===== config.mk =====
export PLATFORM = sky130hd
export DESIGN_NAME = address_entry
export DESIGN_NICKNAME = d
export VERILOG_FILES = /design/src/rtl/address_entry.sv
export SDC_FILE = /design/constraint.sdc
export NUM_CORES = 1
export LEC_CHECK = 0
export CORE_ASPECT_RATIO = 1.1
export CORE_MARGIN = 2
export CORE_UTILIZATION = 50
export DETAILED_ROUTE_END_ITERATION = 10
export GPL_TIMING_DRIVEN = 0
export PLACE_DENSITY = 0.79
export SKIP_LAST_GASP = 1
export SLEW_MARGIN = 20
export SYNTH_ARGS = -nofsm -noshare
export SYNTH_HDL_FRONTEND = slang
export SYNTH_SLANG_ARGS = --single-unit

===== constraint.sdc =====
create_clock -name clk -period 3.1 [get_ports clk]
set_input_delay 0.62 -clock clk [delete_from_list [all_inputs] [get_ports clk]]
set_output_delay 0.62 -clock clk [all_outputs]
set_load 0.01 [all_outputs]

===== src/rtl/address_entry.sv =====
// rtl/address_entry.sv - keypad scan, debounce and BCD-to-binary address entry
//
// Purpose: scans a 4x4 active-low matrix keypad, debounces presses and releases,
// accumulates up to three BCD digits and commits them as a 9-bit binary address.
// Optional macro: ADDRESS_AUTO_COMMIT_EN - the digit that makes the entry three
// digits long also triggers an implicit ENTER on the following clock.
//
// Ports:
//   clk           in   system clock, posedge
//   reset         in   synchronous active-low reset
//   key_cols[3:0] in   column sense, active-low, already synchronised
//   key_rows[3:0] out  row drive, one-hot active-low
//   address_line  out  last committed address (9 bits)
//   address_valid out  one-clock strobe when address_line is updated
//   entry_bcd     out  pending digits {hundreds, tens, ones}
//   entry_count   out  number of pending digits, 0..3
//   overflow      out  sticky: last ENTER exceeded MAX_ADDRESS
module address_entry #(
   parameter int SCAN_DIV        = 8,
   parameter int DEBOUNCE_CYCLES = 4,
   parameter int MAX_ADDRESS     = 511
) (
   input  logic        clk,
   input  logic        reset,
   input  logic [3:0]  key_cols,
   output logic [3:0]  key_rows,
   output logic [8:0]  address_line,
   output logic        address_valid,
   output logic [11:0] entry_bcd,
   output logic [1:0]  entry_count,
   output logic        overflow
);

   localparam int DIV_W = (SCAN_DIV > 1) ? $clog2(SCAN_DIV) : 1;
   localparam int DEB_W = $clog2(DEBOUNCE_CYCLES + 1);
   localparam logic [DIV_W-1:0] DIV_LAST = DIV_W'(SCAN_DIV - 1);
   localparam logic [DEB_W-1:0] DEB_LAST = DEB_W'(DEBOUNCE_CYCLES);
   localparam logic [9:0]       MAX_VAL  = 10'(MAX_ADDRESS);

   typedef enum logic [1:0] {ST_SCAN, ST_DEBOUNCE, ST_RELEASE} state_t;

   state_t           r_state, w_state_nxt;
   logic [1:0]       r_row_idx, w_row_nxt;
   logic [DIV_W-1:0] r_div, w_div_nxt;
   logic [DEB_W-1:0] r_deb_cnt, w_deb_nxt;
   logic [3:0]       r_pattern, w_pat_nxt;
   logic             w_fire;

   logic [11:0] r_bcd, w_bcd_nxt;
   logic [1:0]  r_count, w_count_nxt;
   logic [8:0]  r_addr, w_addr_nxt;
   logic        r_valid, w_valid_nxt;
   logic        r_ovf, w_ovf_nxt;

   logic [1:0]  w_col_idx;
   logic [3:0]  w_code;
   logic [9:0]  w_value;
   logic        w_auto_enter;
   logic        w_do_enter;

   // Key code comes from the latched pattern so it is stable for the whole debounce.
   always_comb begin
      w_col_idx = 2'd0;
      if (!r_pattern[0])      w_col_idx = 2'd0;
      else if (!r_pattern[1]) w_col_idx = 2'd1;
      else if (!r_pattern[2]) w_col_idx = 2'd2;
      else                    w_col_idx = 2'd3;
   end

   assign w_code  = {r_row_idx, w_col_idx};
   assign w_value = {6'd0, r_bcd[11:8]} * 10'd100
                  + {6'd0, r_bcd[7:4]}  * 10'd10
                  + {6'd0, r_bcd[3:0]};

   // Scan / debounce / release sequencing.
   always_comb begin
      w_state_nxt = r_state;
      w_row_nxt   = r_row_idx;
      w_div_nxt   = r_div;
      w_deb_nxt   = r_deb_cnt;
      w_pat_nxt   = r_pattern;
      w_fire      = 1'b0;
      case (r_state)
         ST_SCAN: begin
            if (r_div == DIV_LAST) begin
               w_div_nxt = '0;
               if (key_cols == 4'hF) begin
                  w_row_nxt = r_row_idx + 2'd1;
               end else begin
                  w_pat_nxt   = key_cols;
                  w_deb_nxt   = '0;
                  w_state_nxt = ST_DEBOUNCE;
               end
            end else begin
               w_div_nxt = r_div + 1'b1;
            end
         end
         ST_DEBOUNCE: begin
            if (key_cols == r_pattern) begin
               if (r_deb_cnt + 1'b1 == DEB_LAST) begin
                  w_fire      = 1'b1;
                  w_deb_nxt   = '0;
                  w_state_nxt = ST_RELEASE;
               end else begin
                  w_deb_nxt = r_deb_cnt + 1'b1;
               end
            end else begin
               w_deb_nxt   = '0;
               w_div_nxt   = '0;
               w_row_nxt   = r_row_idx + 2'd1;
               w_state_nxt = ST_SCAN;
            end
         end
         ST_RELEASE: begin
            if (key_cols == 4'hF) begin
               if (r_deb_cnt + 1'b1 == DEB_LAST) begin
                  w_deb_nxt   = '0;
                  w_div_nxt   = '0;
                  w_row_nxt   = r_row_idx + 2'd1;
                  w_state_nxt = ST_SCAN;
               end else begin
                  w_deb_nxt = r_deb_cnt + 1'b1;
               end
            end else begin
               w_deb_nxt = '0;
            end
         end
         default: w_state_nxt = ST_SCAN;
      endcase
   end

`ifdef ADDRESS_AUTO_COMMIT_EN
   logic r_auto_pend;
   always_ff @(posedge clk) begin
      if (!reset) r_auto_pend <= 1'b0;
      else        r_auto_pend <= w_fire && (w_code <= 4'd9) && (r_count == 2'd2);
   end
   assign w_auto_enter = r_auto_pend;
`else
   assign w_auto_enter = 1'b0;
`endif

   // ENTER with an empty entry falls through to the no-action default below.
   assign w_do_enter = (w_fire && (w_code == 4'd11) && (r_count != 2'd0)) || w_auto_enter;

   always_comb begin
      w_bcd_nxt   = r_bcd;
      w_count_nxt = r_count;
      w_addr_nxt  = r_addr;
      w_valid_nxt = 1'b0;
      w_ovf_nxt   = r_ovf;
      if (w_do_enter) begin
         if (w_value <= MAX_VAL) begin
            w_addr_nxt  = w_value[8:0];
            w_valid_nxt = 1'b1;
            w_ovf_nxt   = 1'b0;
         end else begin
            w_ovf_nxt = 1'b1;
         end
         w_bcd_nxt   = '0;
         w_count_nxt = '0;
      end else if (w_fire) begin
         if (w_code <= 4'd9) begin
            w_bcd_nxt   = {r_bcd[7:0], w_code};
            w_count_nxt = (r_count == 2'd3) ? 2'd3 : r_count + 2'd1;
         end else if (w_code == 4'd10) begin
            w_bcd_nxt   = '0;
            w_count_nxt = '0;
            w_ovf_nxt   = 1'b0;
         end else if (w_code == 4'd12) begin
            w_bcd_nxt   = {4'd0, r_bcd[11:4]};
            w_count_nxt = (r_count == 2'd0) ? 2'd0 : r_count - 2'd1;
         end
      end
   end

   always_ff @(posedge clk) begin
      if (!reset) begin
         r_state   <= ST_SCAN;
         r_row_idx <= '0;
         r_div     <= '0;
         r_deb_cnt <= '0;
         r_pattern <= 4'hF;
         r_bcd     <= '0;
         r_count   <= '0;
         r_addr    <= '0;
         r_valid   <= 1'b0;
         r_ovf     <= 1'b0;
      end else begin
         r_state   <= w_state_nxt;
         r_row_idx <= w_row_nxt;
         r_div     <= w_div_nxt;
         r_deb_cnt <= w_deb_nxt;
         r_pattern <= w_pat_nxt;
         r_bcd     <= w_bcd_nxt;
         r_count   <= w_count_nxt;
         r_addr    <= w_addr_nxt;
         r_valid   <= w_valid_nxt;
         r_ovf     <= w_ovf_nxt;
      end
   end

   assign key_rows      = ~(4'b0001 << r_row_idx);
   assign address_line  = r_addr;
   assign address_valid = r_valid;
   assign entry_bcd     = r_bcd;
   assign entry_count   = r_count;
   assign overflow      = r_ovf;

endmodule


==> job_summary.md, run 1 <==
### Yosys + OpenROAD results

| Metric | Value |
|---|---|
| Status | `complete, no violations` |
| Mapped Cells | `294` |
| Simple-gate share of the synthesized area | `0.202` |
| Max power group | `sequential cells` |
| Design Area, Final | `~0.0034 mm2` |
| Mapped Nets | `340` |
| First-pass GRT wire length | `10000 um` |
| Cell-internal power | `around 740 uW` |
| Number of clock sinks | `39` |
| Max incr delay on CP | `around 0.36 ns` |
| Max Clock Freq | `approximately 330 MHz` |
| DP HPWL | `4290 um` |
| P_clk | `344 uW` |
| M3 GR Usage | `0.0467` |
| Iteration-0 DRC Markers | `98` |
| Met2 GRT Util | `0.388` |
| Sw frac | `0.280` |
| Die W | `72.9 um` |
| Placement Cell Area | `just over 0.003 mm2` |
| Routed wl met2 | `3190 um` |
| EDFF count, synth | `0` |
| Number of inserted diodes | `0` |
| First-pass DRT Iterations | `4` |
| Met3 WL post-DR | `273 um` |
| P_seq | `roughly 530 uW` |
| Rel. slew slack | `0.415` |
| Tapcells | `58` |
| Full die area | `around 0.0058 mm2` |
| P_comb | `between 150 and 200 uW` |
| Power per cell area | `306 mW/mm2` |
| Core Footprint | `0.00503 mm2` |
| RSZ-0062 raised after global routing | `yes` |
| Final TNS setup | `0 ns` |
| Flops | `39` |
| Util after Layout | `0.671` |
| Reg2reg setup slack | `0.03 ns` |
| Post-CTS Resized | `16` |
| Tool Warnings | `34` |
| Synth Warn # | `0` |
| Yosys top cell area share | `0.299` |
| Worst-path cell chain | `ha_4 > ha_4 > fa_2 > xor2_1 > ha_1 > ha_4 > a21o_1 > a31o_4 > a21oi_4 > xnor2_2 > nor2_4 > clkbuf_16 > mux2i_1` |
| Multi-input logic area | `around 0.0019 mm2` |
| CP top delay family | `adder cells` |
| Main logic family after synthesis | `adder cells` |
| Comb pwr share | `0.153` |
| Worst Setup SP | `entry_bcd[7]` |
| Hold path depth | `2` |
| Clk slew on worst S/H paths | `0.08 ns` |
| Leak | `0.00140 uW` |
| Non-filler cells, final | `405` |
| Drc violations | `0` |
| Dominant register cell | `dfxtp_1` |
| Total vias in the final route | `2299` |
| Clock Network Area Fraction | `0.0252` |
| Slowest-stage cell, CP | `dfxtp_4` |
| Fin crit period | `approximately 3.1 ns` |
| Ys cells | `294` |
| Tally of filler cells in the layout | `408` |
| Clock Root Buffer | `clkbuf_8` |
| Routability cong. | `0.843` |
| Combinational Gates | `229` |
| Pins over their slew limit | `0` |
| Post-Synth AOI/OAI Area | `0.148` |
| Final ANT Viol Nets | `0` |
| Ys async rst share | `0` |
| Net Sw Power | `289 uW` |
| Clk_buf instances | `6` |
| Sequential-to-total area share from yosys stat | `0.299` |
| DP Cell Count | `385` |
| Hold Buf Count CTS | `0` |
| Overflow after GRT | `0` |
| Crit start category | `register` |
| Logic share of the area | `0.549` |
| Top class by area | `multi-input combinational cells` |
| Worst path most repeated cell | `ha_4` |
| Die Y | `79.8 um` |
| Mux frac, synth | `0.0498` |
| Clk_skew | `between 0.01 and 0.015 ns` |
| Worst Slack Setup Final | `approximately 0.033 ns` |
| Top Metal Used | `met4` |
| Non-clk bufs | `56` |
| Registers, synthesis | `39` |
| Register area | `between 800 and 900 um2` |
| Setup Viol. Count Final | `0` |
| Layout cells sized above 1 | `0.147` |
| Commonest Layout Cell | `nand2_1` |
| Vias in the first global route | `2197` |
| CP endpoint kind | `register` |
| Number of flip-flops in the largest register | `12` |
| Grt peak-use layer | `met2` |
| Postcts setup bufs | `7` |
| Sequential Power Share | `0.514` |
| FF-to-FF path depth | `13` |
| Synthesized area | `0.00261 mm2` |
| Worst-path maximum fanout | `4` |
| Slew @ Worst Pin | `0.870 ns` |
| Xor and xnor area share after synthesis | `0.0531` |
| Final Hold Slack | `0.463 ns` |
| Final Hold Fails | `0` |
| Grt met1 use | `0.269` |
| Hold crit path type | `reg -> reg` |
| MaxCap Viol Count | `0` |
| Clk ins delay skew pair | `0.30 ns` |
| Worst Hold Endpoint | `address_line[7]` |
| Buffering overhead | `0.149` |
| M1 WL | `2620 um` |
| Avg Inst Size Synth | `8.89 um2` |
| Total GRT Usage | `0.223` |
| Biggest area cells | `dfxtp_1 30%, ha_1 17%, nand2_1 5.7%` |
| Crit path capture | `address_line[3]` |
| Worst path arrival time | `3.29 ns` |
| Clk pwr share | `0.334` |
| Fp util | `0.519` |
| Leading area contributor after synthesis | `dfxtp_1` |
| Seq/total area | `0.238` |
| CTS H-Tree Depth | `2` |
| I/O Buffers | `33` |
| Syn-to-layout area delta | `29.2%` |
Figure 1. Nets reached from selected ports (run 1).
Scale bar: 20 um.
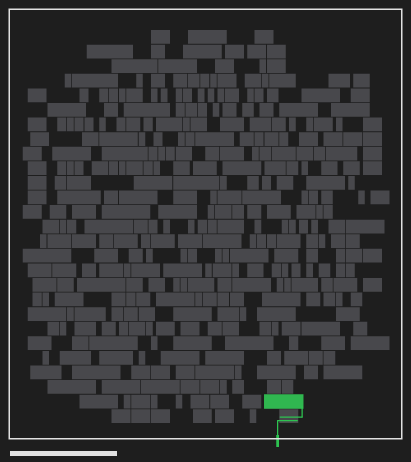
legend:
  green:
    port: address_valid
    direction: output
    end_cells: 1
    buffers: 1
    wire: 12.8 um

Figure 2. Sequential cells colored by netlist name (run 1).
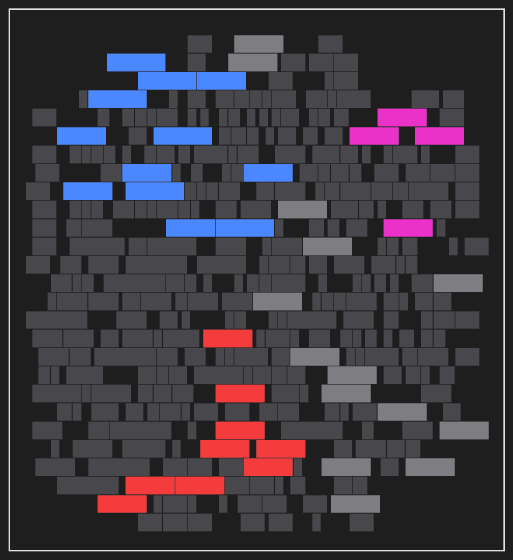
legend:
  red:
    signal: address_line
    flops: 9
    where: bottom middle
  magenta:
    signal: r_pattern
    flops: 4
    where: top right
  blue:
    signal: entry_bcd
    flops: 12
not colored: 14

Figure 3. Clock network drawn from the DEF (run 1).
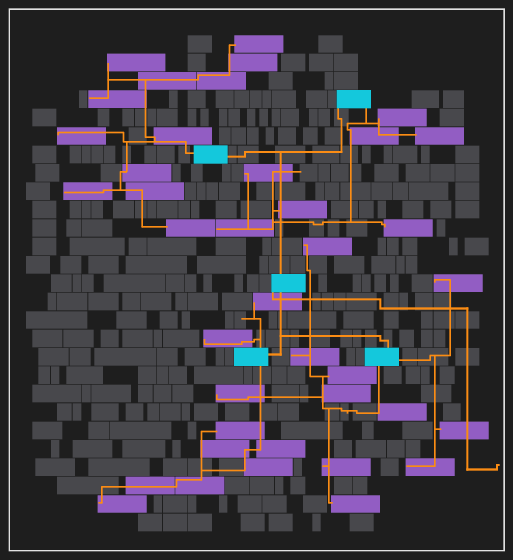
legend:
  cyan:
    item: clock drivers
    count: 5
  purple:
    item: flip-flops
    count: 39
  orange:
    item: clock wires
    length: 533 um
routed clock nets: 6

## Run 2: what changed since run 1
Settings changed: SLEW_MARGIN 20 to default.
Figure 4. Congestion heat map (run 2).
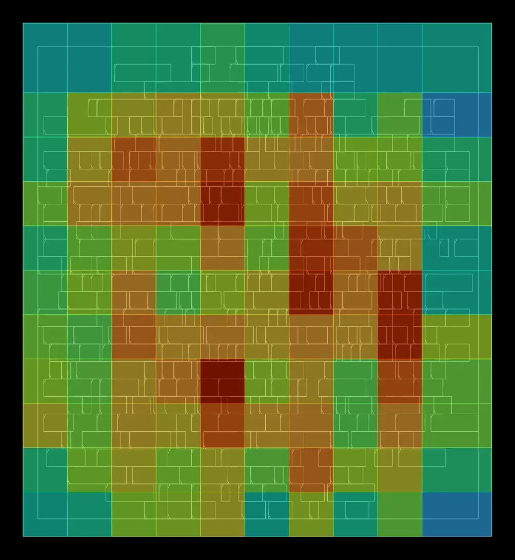
Total GRT Usage: 0.223
M3 GR Usage: 0.0467
Util after Layout: 0.671

==> run 2 against run 1 <==
  * Sequential share of layout area is the same
  * Utilization is the same
  * Clock-buffer cell count is the same
  * Maximum frequency is the same
  * Area after synthesis is the same
  * Synthesized cell count is the same
  * Global-route usage is the same
  * Clock skew is the same
  * Worst hold slack is the same
  * Sequential power is essentially flat
  * Non-clock buffer count is the same
  * Combinational power is essentially flat
  * Highest routed layer unchanged
  * Critical path type unchanged
==> job_summary.md, run 2 <==
### Yosys + OpenROAD results

| Metric | Value |
|---|---|
| Status | `complete, no violations` |
| Non-filler cells, final | `405 (unchanged)` |
| Xor and xnor area share after synthesis | `0.0531 (unchanged)` |
| Met3 WL post-DR | `273 um (unchanged)` |
| Buffering overhead | `0.149 (unchanged)` |
| First-pass GRT wire length | `10000 um (unchanged)` |
| Grt peak-use layer | `met2` |
| MaxCap Viol Count | `0 (unchanged)` |
| Synth Warn # | `0 (unchanged)` |
| Slowest-stage cell, CP | `dfxtp_4` |
| Syn-to-layout area delta | `29.2% (unchanged)` |
| Dominant register cell | `dfxtp_1` |
| Post-Synth AOI/OAI Area | `0.148 (unchanged)` |
| Hold Buf Count CTS | `0 (unchanged)` |
| CP endpoint kind | `register` |
| Drc violations | `0 (unchanged)` |
| Most frequent cell after synthesis | `nand2_1` |
| Net Sw Power | `289 uW (unchanged)` |
| Crit path capture | `address_line[3]` |
| Yosys top cell area share | `0.299 (unchanged)` |
| Grt met1 use | `0.269 (unchanged)` |
| Worst path arrival time | `3.29 ns (about the same)` |
| Total vias in the final route | `2299 (unchanged)` |
| Avg Inst Size Synth | `8.89 um2 (unchanged)` |
| Number of flip-flops in the largest register | `12 (unchanged)` |
| Tapcells | `58 (unchanged)` |
| Tool Warnings | `34 (unchanged)` |
| Post-CTS Resized | `16 (unchanged)` |
| Commonest Layout Cell | `nand2_1` |
| DP HPWL | `4290 um (unchanged)` |
| CTS H-Tree Depth | `2 (unchanged)` |
| Overflow after GRT | `0 (unchanged)` |
| Slew @ Worst Pin | `0.870 ns (unchanged)` |
| Clock Network Area Fraction | `0.0252 (unchanged)` |
| Max Clock Freq | `326 MHz (unchanged)` |
| Final TNS setup | `0 ns (unchanged)` |
| Iteration-0 DRC Markers | `98 (unchanged)` |
| Synthesized area | `0.00261 mm2 (unchanged)` |
| Worst Hold Endpoint | `address_line[7]` |
| Worst path most repeated cell | `ha_4` |
| Number of clock sinks | `39 (unchanged)` |
| CTS Buf Count | `5` |
| Die W | `72.9 um (unchanged)` |
| Multi-input logic area | `0.00186 mm2 (unchanged)` |
| Rel. slew slack | `0.415 (unchanged)` |
| Combinational Gates | `229 (unchanged)` |
| Sw frac | `0.280 (unchanged)` |
| Core Footprint | `0.00503 mm2 (unchanged)` |
| Top Metal Used | `met4` |
| Crit start category | `register` |
| Clk_skew | `0.0102 ns (unchanged)` |
| Clk pwr share | `0.334 (about the same)` |
| Mapped Nets | `340 (unchanged)` |
| Main logic family after synthesis | `adder cells` |
| Layout cells sized above 1 | `0.147 (unchanged)` |
| Sequential-to-total area share from yosys stat | `0.299 (unchanged)` |
| Logic share of the area | `0.549 (unchanged)` |
| Placement Cell Area | `0.00305 mm2 (unchanged)` |
| Mux frac, synth | `0.0498 (unchanged)` |
| Cell-internal power | `744 uW (unchanged)` |
| CP top delay family | `adder cells` |
| Number of inserted diodes | `0 (unchanged)` |
| P_clk | `344 uW (about the same)` |
| Biggest area cells | `dfxtp_1 30%, ha_1 17%, nand2_1 5.7%` |
| Full die area | `0.00582 mm2 (unchanged)` |
| DP Cell Count | `385 (unchanged)` |
| Reg2reg setup slack | `0.03 ns (about the same)` |
| Tally of filler cells in the layout | `408 (unchanged)` |
| RSZ-0062 raised after global routing | `yes` |
| Max incr delay on CP | `0.36 ns (about the same)` |
| Ys cells | `294 (unchanged)` |
| Design Area, Final | `0.00338 mm2 (unchanged)` |
| Clk ins delay skew pair | `0.30 ns (about the same)` |
| Worst-path cell chain | `ha_4 > ha_4 > fa_2 > xor2_1 > ha_1 > ha_4 > a21o_1 > a31o_4 > a21oi_4 > xnor2_2 > nor2_4 > clkbuf_16 > mux2i_1` |
| Hold crit path type | `reg -> reg` |
| Routability cong. | `0.843 (unchanged)` |
| Flops | `39 (unchanged)` |
| Setup Viol. Count Final | `0 (unchanged)` |
| Worst Slack Setup Final | `0.0330 ns (unchanged)` |
| I/O Buffers | `33 (unchanged)` |
| Non-clk bufs | `56 (unchanged)` |
| Commonest cells after routing, fill and taps aside | `40 x nand2_1, 33 x dfxtp_1, 33 x clkdlybuf4s50_1` |
| Final ANT Viol Nets | `0 (unchanged)` |
| Power per cell area | `306 mW/mm2 (unchanged)` |
| Leading area contributor after synthesis | `dfxtp_1` |
| P_seq | `531 uW (about the same)` |
| Pins over their slew limit | `0 (unchanged)` |
| First-pass DRT Iterations | `4 (unchanged)` |
| Registers, synthesis | `39 (unchanged)` |
| Top class by area | `multi-input combinational cells` |
| Seq/total area | `0.238 (unchanged)` |
| Fp util | `0.519 (unchanged)` |
| Register area | `803 um2 (unchanged)` |
| Vias in the first global route | `2197 (unchanged)` |
| Clock Root Buffer | `clkbuf_8` |
| M1 WL | `2620 um (unchanged)` |
| Ys async rst share | `0 (unchanged)` |
| Hold path depth | `2 (unchanged)` |
| Max power group | `sequential cells` |
| Routed wl met2 | `3190 um (unchanged)` |
| Mapped Cells | `294 (unchanged)` |
| Fin crit period | `3.07 ns (unchanged)` |
| Comb pwr share | `0.153 (about the same)` |
| Postcts setup bufs | `7 (unchanged)` |
| Clk slew on worst S/H paths | `0.08 ns (about the same)` |
| Clk_buf instances | `6 (unchanged)` |
Figure 5. Nets reached from selected ports (run 2).
Scale bar: 20 um.
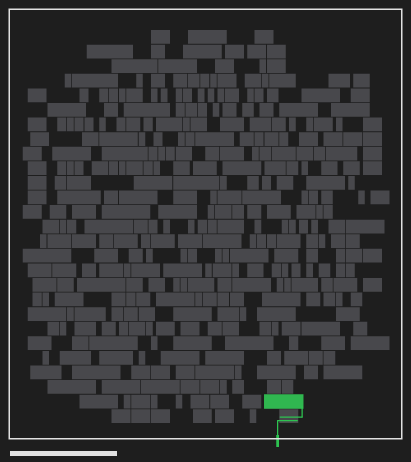
legend:
  green:
    port: address_valid
    direction: output
    end_cells: 1
    buffers: 1
    wire: 12.8 um

Figure 6. Clock network drawn from the DEF (run 2).
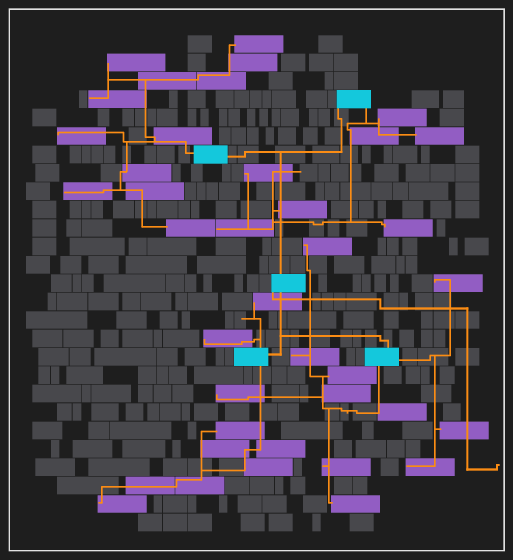

## Run 3: what changed since run 2
Settings changed: CORE_ASPECT_RATIO 1.1 to 0.7, CTS_CLUSTER_SIZE from default to 25.
Figure 7. Clock network drawn from the DEF (run 3).
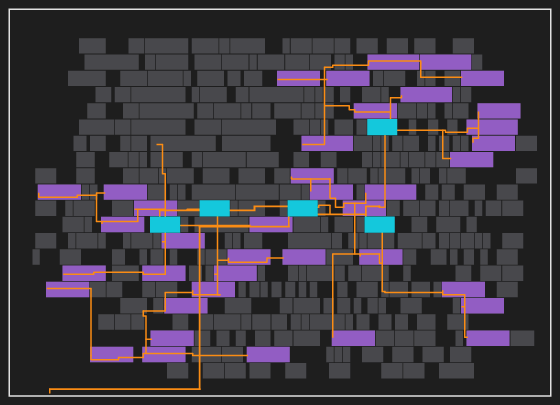
legend:
  orange:
    item: clock wires
    length: 514 um
  purple:
    item: flip-flops
    count: 39
  cyan:
    item: clock drivers
    count: 5
routed clock nets: 6
flops lie: spread over the die

Figure 8. Nets reached from selected ports (run 3).
Scale bar: 20 um.
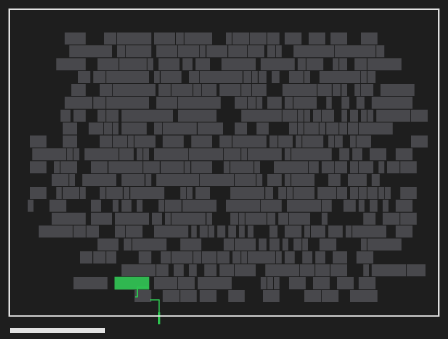
legend:
  green:
    port: address_valid
    direction: output
    end_cells: 1
    buffers: 1
    wire: 9.50 um

==> run 3 against run 2 <==
  * The run now ends with negative setup slack left
  * Sequential power barely moved
  * First-iteration DRC count rose by 52%
  * Worst hold slack better by 0.00075 ns
  * Via count increased by 2.0%
  * Die size up 0.15%
  * Wire length up 7.4%
  * Cell count is 2.7% higher
  * Synthesized cell count unchanged
  * Area after synthesis is the same
  * Critical endpoint is now address_line[2]
==> job_summary.md, run 3 <==
### Yosys + OpenROAD results

| Metric | Value |
|---|---|
| DP Worst Slack | `-0.235 ns` |
| Number of clock sinks | `39 (unchanged)` |
| Registers, synthesis | `39 (unchanged)` |
| Yosys top cell area share | `0.299 (unchanged)` |
| Crit start category | `register` |
| M1 WL | `3200 um (+22%)` |
| Util after Layout | `0.697 (+0.0258)` |
| Peak supply drop | `0.181 mV` |
| CTS H-Tree Depth | `2 (unchanged)` |
| Total vias in the final route | `2346 (+2.0%)` |
| Synth Warn # | `0 (unchanged)` |
| First-pass GRT wire length | `10600 um (+5.1%)` |
| Routed wl met2 | `3030 um (-4.9%)` |
| Pin count of the biggest net entering global routing | `13` |
| Number of inserted diodes | `0 (unchanged)` |
| First-pass DRT Iterations | `5 (+1)` |
| Count of different cell masters after synthesis | `50` |
| Combinational Gates | `229 (unchanged)` |
| List of most frequent post-synthesis cells | `40 x nand2_1, 39 x dfxtp_1, 35 x ha_1` |
| Multi-input logic area | `0.00186 mm2 (unchanged)` |
| Vias in the first global route | `2221 (+1.1%)` |
| Postcts setup bufs | `5 (-2)` |
| Antenna violations before repair | `0` |
| Worst-path cell chain | `ha_1 > ha_2 > inv_1 > fa_1 > inv_1 > ha_4 > ha_4 > a21o_1 > a31o_4 > a21oi_4 > xnor2_2 > nor2_4 > buf_12 > mux2i_1` |
| Final ANT Viol Nets | `0 (unchanged)` |
| Grt peak-use layer | `met2` |
| Hold crit path type | `reg -> reg` |
| Syn-to-layout area delta | `31.0%` |
| P_seq | `530 uW (about the same)` |
| Clk_skew | `0.00332 ns (-0.00689 ns)` |
| Power per cell area | `330 mW/mm2 (+8.0%)` |
| Xor and xnor area share after synthesis | `0.0531 (unchanged)` |
| Die W | `90.4 um (+24%)` |
| Pins over their slew limit | `0 (unchanged)` |
| Clk pwr share | `0.393 (+0.059)` |
| DP Cell Count | `396 (+2.9%)` |
| I/O pin cnt | `35` |
| Top class by area | `multi-input combinational cells` |
| Ys cells | `294 (unchanged)` |
| Worst Slack Setup Final | `-0.197 ns (-0.230 ns)` |
| Fp util | `0.532 (+0.0127)` |
| Layout cells sized above 1 | `0.150 (+0.00288)` |
| P_clk | `445 uW (+29%)` |
| Sw frac | `0.252 (-0.0278)` |
| Clock Root Buffer | `clkbuf_8` |
| RSZ-0062 raised after global routing | `yes` |
| Clk ins delay skew pair | `0.29 ns (about the same)` |
| Max power group | `sequential cells` |
| Commonest Layout Cell | `nand2_1` |
| Met2 GRT Util | `0.354` |
| Biggest area cells | `dfxtp_1 30%, ha_1 17%, nand2_1 5.7%` |
| Placement Cell Area | `0.00306 mm2 (+0.45%)` |
| CP endpoint kind | `register` |
| Avg Inst Size Synth | `8.89 um2 (unchanged)` |
| Most frequent cell after synthesis | `nand2_1` |
| Final TNS setup | `-1.32 ns (-1.32 ns)` |
| I/O Buffers | `33 (unchanged)` |
| Core Footprint | `0.00491 mm2 (-2.4%)` |
| Max Clock Freq | `303 MHz (-7.0%)` |
| CP top delay family | `adder cells` |
| Commonest cells after routing, fill and taps aside | `40 x nand2_1, 33 x dfxtp_1, 33 x clkdlybuf4s50_1` |
| FF-to-FF End | `address_line[2]` |
| Ys async rst share | `0 (unchanged)` |
| Buffering overhead | `0.147 (-0.00202)` |
| Mapped Nets | `340 (unchanged)` |
| Yosys chip area | `between 0.002 and 0.003 mm2` |
| Rel. slew slack | `0.466 (+0.0515)` |
| Setup Viol. Count Final | `10 (+10)` |
| Seq/total area | `0.235 (-0.00322)` |
| Number of flip-flops in the largest register | `12 (unchanged)` |
| Number of nets in the layout | `392` |
| Failing checks | `negative setup slack` |
| Net Sw Power | `285 uW (-1.4%)` |
| Full die area | `0.00583 mm2 (+0.15%)` |
| Routed WL | `6650 um` |
| Max incr delay on CP | `0.48 ns (+0.12 ns)` |
| MaxCap Viol Count | `0 (unchanged)` |
| Clk_buf instances | `6 (unchanged)` |
| Routability cong. | `0.858 (+1.7%)` |
| Post-CTS Resized | `10 (-6)` |
| Overflow after GRT | `0 (unchanged)` |
| Logic share of the area | `0.542 (-0.00743)` |
| P_comb | `156 uW` |
| Synthesized area | `0.00261 mm2 (unchanged)` |
| Adder Area Share | `0.206` |
| Met3 WL post-DR | `362 um (+33%)` |
| Post-Synth AOI/OAI Area | `0.148 (unchanged)` |
| Slowest-stage cell, CP | `fa_1` |
| Tapcells | `69 (+19%)` |
| Top Metal Used | `met4` |
| Flops | `39 (unchanged)` |
| Sequential-to-total area share from yosys stat | `0.299 (unchanged)` |
| Dominant register cell | `dfxtp_1` |
| Drc violations | `0 (unchanged)` |
| Leading area contributor after synthesis | `dfxtp_1` |
| Crit path capture | `address_line[2]` |
| Slew @ Worst Pin | `0.793 ns (-0.0765 ns)` |
| Hold path depth | `2 (unchanged)` |
| Worst path arrival time | `3.50 ns (+0.21 ns)` |
| Reg2reg setup slack | `-0.20 ns (-0.23 ns)` |
| Mapped Cells | `294 (unchanged)` |
| Cell-internal power | `846 uW (+14%)` |
| CTS Buf Count | `5 (unchanged)` |
| Non-filler cells, final | `416 (+2.7%)` |
| Clk slew on worst S/H paths | `0.08 ns (about the same)` |
| Clock Network Area Fraction | `0.0344 (+0.00916)` |
| Worst Hold Endpoint | `address_line[7]` |
| Status | `finished, violations left` |
| Mux frac, synth | `0.0498 (unchanged)` |
| Fin crit period | `3.30 ns (+0.230 ns)` |
| Pwr Total | `approximately 1100 uW` |
| Die Y | `between 60 and 70 um` |
| Grt met1 use | `0.321 (+0.0521)` |
| Worst-path maximum fanout | `6` |
| Register area | `803 um2 (unchanged)` |
| Iteration-0 DRC Markers | `149 (+52%)` |
| M3 GR Usage | `0.0430 (-0.00369)` |
| DP HPWL | `4450 um (+3.8%)` |
| Design Area, Final | `0.00342 mm2 (+1.4%)` |
| Tally of filler cells in the layout | `384 (-5.9%)` |
| Non-clk bufs | `56 (unchanged)` |
| Comb pwr share | `0.138 (-0.015)` |
| Hold Buf Count CTS | `0 (unchanged)` |
| Total GRT Usage | `0.225 (+0.00158)` |
| Main logic family after synthesis | `adder cells` |
| Tool Warnings | `35 (+2.9%)` |
Power is estimated from default activity; no workload was simulated.
